[config.mk]
export PLATFORM = sky130hd
export DESIGN_NAME = sdram_block_copy_flat
export DESIGN_NICKNAME = d
export VERILOG_FILES = /design/src/rtl/sdram_copy_pkg.sv /design/src/rtl/sdram_block_copy_if.sv /design/src/rtl/sdram_copy_fifo.sv /design/src/rtl/sdram_block_copy.sv /design/src/flat_wrapper.sv
export SDC_FILE = /design/constraint.sdc
export NUM_CORES = 1
export LEC_CHECK = 0
export CORE_UTILIZATION = 48
export DETAILED_ROUTE_END_ITERATION = 8
export HOLD_SLACK_MARGIN = 0.1
export PLACE_DENSITY = 0.7
export SYNTH_ARGS = -nofsm -noshare
export SYNTH_HDL_FRONTEND = slang
export SYNTH_SLANG_ARGS = --single-unit
[constraint.sdc]
create_clock -name clk -period 5.7 [get_ports clk]
set_clock_uncertainty 0.05 [all_clocks]
set_input_delay 1.14 -clock clk [delete_from_list [all_inputs] [get_ports clk]]
set_output_delay 1.14 -clock clk [all_outputs]
set_load 0.01 [all_outputs]
[src/rtl/sdram_copy_pkg.sv]
// Shared types and helpers for the SDRAM block copy engine.
package sdram_copy_pkg;

    typedef enum logic [1:0] {IDLE, RUN, DONE} state_t;

    function automatic int bytes_per_word(input int data_w);
        return data_w / 8;
    endfunction

    function automatic int clog2(input int value);
        int r;
        r = 0;
        while ((1 << r) < value) r++;
        return r;
    endfunction

endpackage

[src/rtl/sdram_block_copy_if.sv]
// Avalon-MM bus between the copy engine (master) and the SDRAM controller (slave).
interface sdram_block_copy_if #(
    parameter int DATA_W = 16,
    parameter int ADDR_W = 32
);
    logic                  chipselect;
    logic [DATA_W/8-1:0]   byteenable;
    logic [ADDR_W-1:0]     address;
    logic                  read_n;
    logic                  write_n;
    logic [DATA_W-1:0]     writedata;
    logic [DATA_W-1:0]     readdata;
    logic                  readdatavalid;
    logic                  waitrequest;

    modport master (
        output chipselect, byteenable, address, read_n, write_n, writedata,
        input  readdata, readdatavalid, waitrequest
    );

    modport slave (
        input  chipselect, byteenable, address, read_n, write_n, writedata,
        output readdata, readdatavalid, waitrequest
    );
endinterface

[src/rtl/sdram_copy_fifo.sv]
// Read-data buffer: synchronous FIFO with first-word-fall-through head output.
module sdram_copy_fifo
    import sdram_copy_pkg::*;
#(
    parameter int DATA_W     = 16,
    parameter int FIFO_DEPTH = 8,
    localparam int PTR_W     = clog2(FIFO_DEPTH)
) (
    input  logic              clk,
    input  logic              reset,
    input  logic              push,
    input  logic [DATA_W-1:0] push_data,
    input  logic              pop,
    output logic [DATA_W-1:0] head,
    output logic [PTR_W:0]    level,
    output logic              empty,
    output logic              full
);

    logic [DATA_W-1:0] mem [FIFO_DEPTH];
    logic [PTR_W-1:0]  wr_ptr;
    logic [PTR_W-1:0]  rd_ptr;
    logic              do_pop;

    assign do_pop = pop && !empty;
    assign head   = mem[rd_ptr];
    assign empty  = (level == '0);
    assign full   = (level == (PTR_W+1)'(FIFO_DEPTH));

    always_ff @(posedge clk) begin
        if (push) mem[wr_ptr] <= push_data;
    end

    // Pointers wrap naturally because the depth is a power of two.
    always_ff @(posedge clk) begin
        if (reset) begin
            wr_ptr <= '0;
            rd_ptr <= '0;
            level  <= '0;
        end else begin
            wr_ptr <= wr_ptr + PTR_W'(push);
            rd_ptr <= rd_ptr + PTR_W'(do_pop);
            level  <= level + (PTR_W+1)'(push) - (PTR_W+1)'(do_pop);
        end
    end

    fifo_no_overflow: assert property (@(posedge clk) disable iff (reset) !(push && full && !do_pop));

endmodule

[src/rtl/sdram_block_copy.sv]
// Pipelined Avalon-MM block copy / fill master with buffered read data.
module sdram_block_copy
    import sdram_copy_pkg::*;
#(
    parameter int DATA_W     = 16,
    parameter int ADDR_W     = 32,
    parameter int LEN_W      = 16,
    parameter int FIFO_DEPTH = 8
) (
    input  logic              clk,
    input  logic              reset,
    input  logic              start,
    input  logic              mode,
    input  logic [ADDR_W-1:0] src_addr,
    input  logic [ADDR_W-1:0] dst_addr,
    input  logic [LEN_W-1:0]  word_count,
    input  logic [DATA_W-1:0] fill_value,
    output logic              busy,
    output logic              done,
    output logic [LEN_W-1:0]  words_done,
    sdram_block_copy_if.master bus
);

    localparam int BYTES_PER_WORD       = bytes_per_word(DATA_W);
    localparam int LVL_W                = clog2(FIFO_DEPTH) + 1;
    localparam logic [ADDR_W-1:0] STEP  = ADDR_W'(BYTES_PER_WORD);

    state_t            state, state_next;
    logic              mode_q;
    logic [ADDR_W-1:0] src_q, dst_q, address_q;
    logic [LEN_W-1:0]  count_q, reads_issued;
    logic [DATA_W-1:0] fill_q;
    logic              read_n_q, write_n_q;
    logic [LVL_W-1:0]  outstanding;

    logic [DATA_W-1:0] fifo_head;
    logic [LVL_W-1:0]  fifo_level;
    logic              fifo_empty, fifo_full;

    logic              rd_acc, wr_acc, push, pop, slot_free, write_ok, read_ok;
    logic [LEN_W-1:0]  reads_nxt, writes_nxt;
    logic [ADDR_W-1:0] src_nxt, dst_nxt;
    logic [LVL_W-1:0]  outstanding_nxt, level_nxt;

    sdram_copy_fifo #(.DATA_W(DATA_W), .FIFO_DEPTH(FIFO_DEPTH)) u_fifo (
        .clk       (clk),
        .reset     (reset),
        .push      (push),
        .push_data (bus.readdata),
        .pop       (pop),
        .head      (fifo_head),
        .level     (fifo_level),
        .empty     (fifo_empty),
        .full      (fifo_full)
    );

    // Post-edge view of every counter, so the next command can be chosen
    // on the same edge the current one is accepted.
    always_comb begin
        rd_acc          = !read_n_q && !bus.waitrequest;
        wr_acc          = !write_n_q && !bus.waitrequest;
        push            = bus.readdatavalid && (state == RUN);
        pop             = wr_acc && !mode_q && !fifo_empty;
        slot_free       = (read_n_q && write_n_q) || rd_acc || wr_acc;
        reads_nxt       = reads_issued + LEN_W'(rd_acc);
        writes_nxt      = words_done + LEN_W'(wr_acc);
        src_nxt         = rd_acc ? src_q + STEP : src_q;
        dst_nxt         = wr_acc ? dst_q + STEP : dst_q;
        outstanding_nxt = outstanding + LVL_W'(rd_acc) - LVL_W'(push);
        level_nxt       = fifo_level + LVL_W'(push) - LVL_W'(pop);
        write_ok        = (writes_nxt < count_q) && (mode_q || (level_nxt != '0));
        read_ok         = !mode_q && (reads_nxt < count_q) && !fifo_full &&
                          (({1'b0, outstanding_nxt} + {1'b0, level_nxt}) < (LVL_W+1)'(FIFO_DEPTH));
    end

    always_ff @(posedge clk) begin
        if (reset) state <= IDLE;
        else       state <= state_next;
    end

    always_comb begin
        state_next = state;
        case (state)
            IDLE: if (start) state_next = (word_count == '0) ? DONE : RUN;
            RUN:  if (writes_nxt == count_q) state_next = DONE;
            DONE: if (!start) state_next = IDLE;
            default: state_next = IDLE;
        endcase
    end

    always_comb begin
        busy = (state == RUN);
        done = (state == DONE);
    end

    // Datapath and command presentation; write wins when both are eligible.
    always_ff @(posedge clk) begin
        if (reset) begin
            mode_q       <= 1'b0;
            src_q        <= '0;
            dst_q        <= '0;
            address_q    <= '0;
            count_q      <= '0;
            fill_q       <= '0;
            reads_issued <= '0;
            words_done   <= '0;
            outstanding  <= '0;
            read_n_q     <= 1'b1;
            write_n_q    <= 1'b1;
        end else begin
            case (state)
                IDLE: begin
                    read_n_q  <= 1'b1;
                    write_n_q <= 1'b1;
                    if (start) begin
                        mode_q       <= mode;
                        src_q        <= src_addr;
                        dst_q        <= dst_addr;
                        count_q      <= word_count;
                        fill_q       <= fill_value;
                        reads_issued <= '0;
                        words_done   <= '0;
                        outstanding  <= '0;
                    end
                end
                RUN: begin
                    src_q        <= src_nxt;
                    dst_q        <= dst_nxt;
                    reads_issued <= reads_nxt;
                    words_done   <= writes_nxt;
                    outstanding  <= outstanding_nxt;
                    if (slot_free) begin
                        if (write_ok) begin
                            write_n_q <= 1'b0;
                            read_n_q  <= 1'b1;
                            address_q <= dst_nxt;
                        end else if (read_ok) begin
                            read_n_q  <= 1'b0;
                            write_n_q <= 1'b1;
                            address_q <= src_nxt;
                        end else begin
                            read_n_q  <= 1'b1;
                            write_n_q <= 1'b1;
                        end
                    end
                end
                default: begin
                    read_n_q  <= 1'b1;
                    write_n_q <= 1'b1;
                end
            endcase
        end
    end

    assign bus.chipselect = 1'b1;
    assign bus.byteenable = '1;
    assign bus.address    = address_q;
    assign bus.read_n     = read_n_q;
    assign bus.write_n    = write_n_q;
    assign bus.writedata  = write_n_q ? '0 : (mode_q ? fill_q : fifo_head);

endmodule

[src/flat_wrapper.sv]
// flat-port wrapper written by rule: the top's interface ports become plain ports
module sdram_block_copy_flat import sdram_copy_pkg::*;
#(
    parameter int DATA_W     = 16,
    parameter int ADDR_W     = 32,
    parameter int LEN_W      = 16,
    parameter int FIFO_DEPTH = 8
)
  (clk, reset, start, mode, src_addr, dst_addr, word_count, fill_value, busy, done, words_done, bus_chipselect, bus_byteenable, bus_address, bus_read_n, bus_write_n, bus_writedata, bus_readdata, bus_readdatavalid, bus_waitrequest);
  sdram_block_copy_if #(.DATA_W(DATA_W), .ADDR_W(ADDR_W)) bus_i ();
  input  logic clk;
  input  logic reset;
  input  logic start;
  input  logic mode;
  input  logic [ADDR_W-1:0] src_addr;
  input  logic [ADDR_W-1:0] dst_addr;
  input  logic [LEN_W-1:0] word_count;
  input  logic [DATA_W-1:0] fill_value;
  output logic busy;
  output logic done;
  output logic [LEN_W-1:0] words_done;
  output wire logic [$bits(bus_i.chipselect)-1:0] bus_chipselect;
  output wire logic [$bits(bus_i.byteenable)-1:0] bus_byteenable;
  output wire logic [$bits(bus_i.address)-1:0] bus_address;
  output wire logic [$bits(bus_i.read_n)-1:0] bus_read_n;
  output wire logic [$bits(bus_i.write_n)-1:0] bus_write_n;
  output wire logic [$bits(bus_i.writedata)-1:0] bus_writedata;
  input wire logic [$bits(bus_i.readdata)-1:0] bus_readdata;
  input wire logic [$bits(bus_i.readdatavalid)-1:0] bus_readdatavalid;
  input wire logic [$bits(bus_i.waitrequest)-1:0] bus_waitrequest;
  assign bus_chipselect = bus_i.chipselect;
  assign bus_byteenable = bus_i.byteenable;
  assign bus_address = bus_i.address;
  assign bus_read_n = bus_i.read_n;
  assign bus_write_n = bus_i.write_n;
  assign bus_writedata = bus_i.writedata;
  assign bus_i.readdata = bus_readdata;
  assign bus_i.readdatavalid = bus_readdatavalid;
  assign bus_i.waitrequest = bus_waitrequest;
  sdram_block_copy #(.DATA_W(DATA_W), .ADDR_W(ADDR_W), .LEN_W(LEN_W), .FIFO_DEPTH(FIFO_DEPTH)) u_core (.clk(clk), .reset(reset), .start(start), .mode(mode), .src_addr(src_addr), .dst_addr(dst_addr), .word_count(word_count), .fill_value(fill_value), .busy(busy), .done(done), .words_done(words_done), .bus(bus_i));
endmodule
**Signal metal coverage by tile**

(2 px per um) 36 x 36 tiles, from dark blue (low) to red (high), scaled to the fullest tile. Values are wire area over tile area, all layers added.
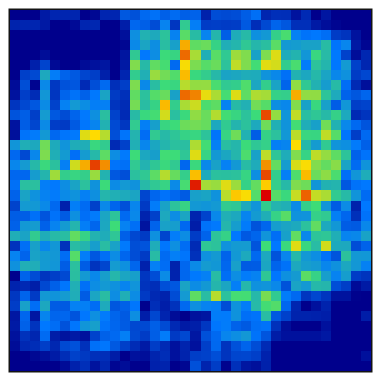
fullest tile: 0.78
nearly empty tiles: 10%
tiles over half the peak: 12%
emptiest ninth of the die: north-west
GRT Util Overall: 25.9%
wire per inst: 19.9 um
Vias: 12.7k
DRT Wirelength: 42600 um

**Placed standard cells**

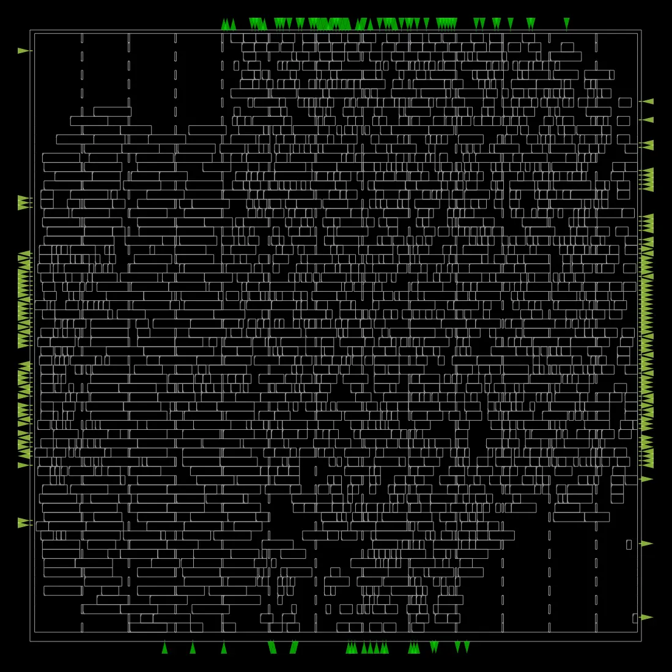
core box area: 0.0315 mm^2
Tap Count: 402

**Sequential cells grouped by signal name**

(3 px per um) Other sequential cells in the stronger gray, the rest of the logic in the fainter gray.
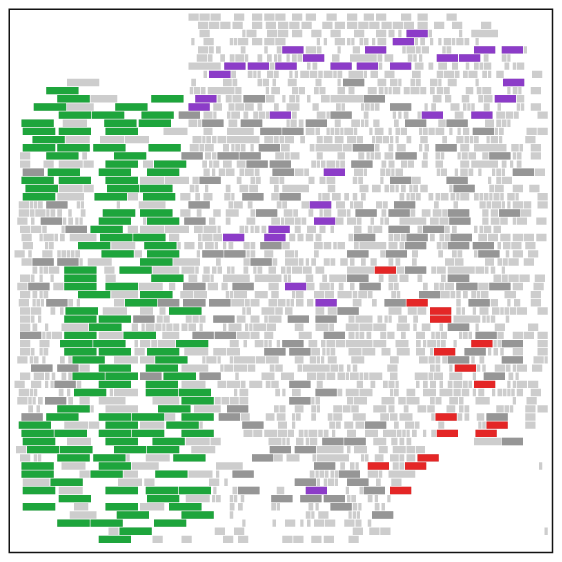
| color | name in the netlist | sequential cells |
|---|---|---|
| purple | `u_core.dst_q` | 32 |
| green | `u_core.u_fifo.mem` | 128 |
| red | `u_core.words_done` | 16 |
not colored: 131
Seq/total area: 39.6%
sequential power: 2670 uW
Core Util, Final: 59.6%
storage element area: 0.00743 mm^2

==> impl_metrics.yaml <==
# implementation run metrics
run_status:
  status: "finished, final reports clean"
setup_path:
  critical_path.max_fanout: 12
  reg2reg_from: "u_core.bus.write_n"
  crit_buf_inv: 2
  max_stage_delay_ns: 0.73
  cp.arrival_ns: 5.52
power:
  power_frac_seq_pct: 39.9
  pwr-share-comb_pct: 23.5
  power_uw: 6700
  sw_frac_of_total_pct: 30.9
yosys:
  top_cells_by_area: "edfxtp_1 25%, dfxtp_1 23%, mux4_2 4.7%, a21oi_1 4.6%, ha_1 4.4%"
  top_logic_kind: "simple AND/OR/NAND/NOR gates"
  yosysMostFrequentCell: "dfxtp_1"
  simple_gate_share_pct: 16.5
  xor_share_pct: 5.67
  synth.cells.most_frequent: "179 x dfxtp_1, 177 x nor2_1, 154 x nand2_1, 142 x a21oi_1, 128 x edfxtp_1"
  synth_cells: 1574
route:
  dr.pass1.iters: 5
  route.layer.met1.wl_um: 18300
  drc: 0
job:
  maxCapViolCount: 0
global_routing:
  grt_pass1_vias: 12100
  overflow: 0
  grt_start_max_net_pins: 77
  met2_usage_pct: 42.0
sta:
  layout_setup_ws_ns: 0.537
  drv_slew: 0
  fmax_mhz: 194
  rsz0062_at_grt: "false"
  setup_tns_ns: 0
  fin_crit_ns: 5.16
  setup_viol: 0
clock_network:
  clock_sinks: 307
  ctsHtreeMaxLevel: 2
die:
  num_rows: 65
  die-height_um: 181
hold_path:
  hold_path_depth: 2
layout:
  comb_cells: 1121
  drive_gt1_share_pct: 8.29
  area_growth_pct: 22.5
  fillCellCount: 2623
  nNonClkInverters: 33
  ff_count: 307
placed_design:
  hpwlAfterDp_um: 28900
Power is estimated from default activity; no workload was simulated.
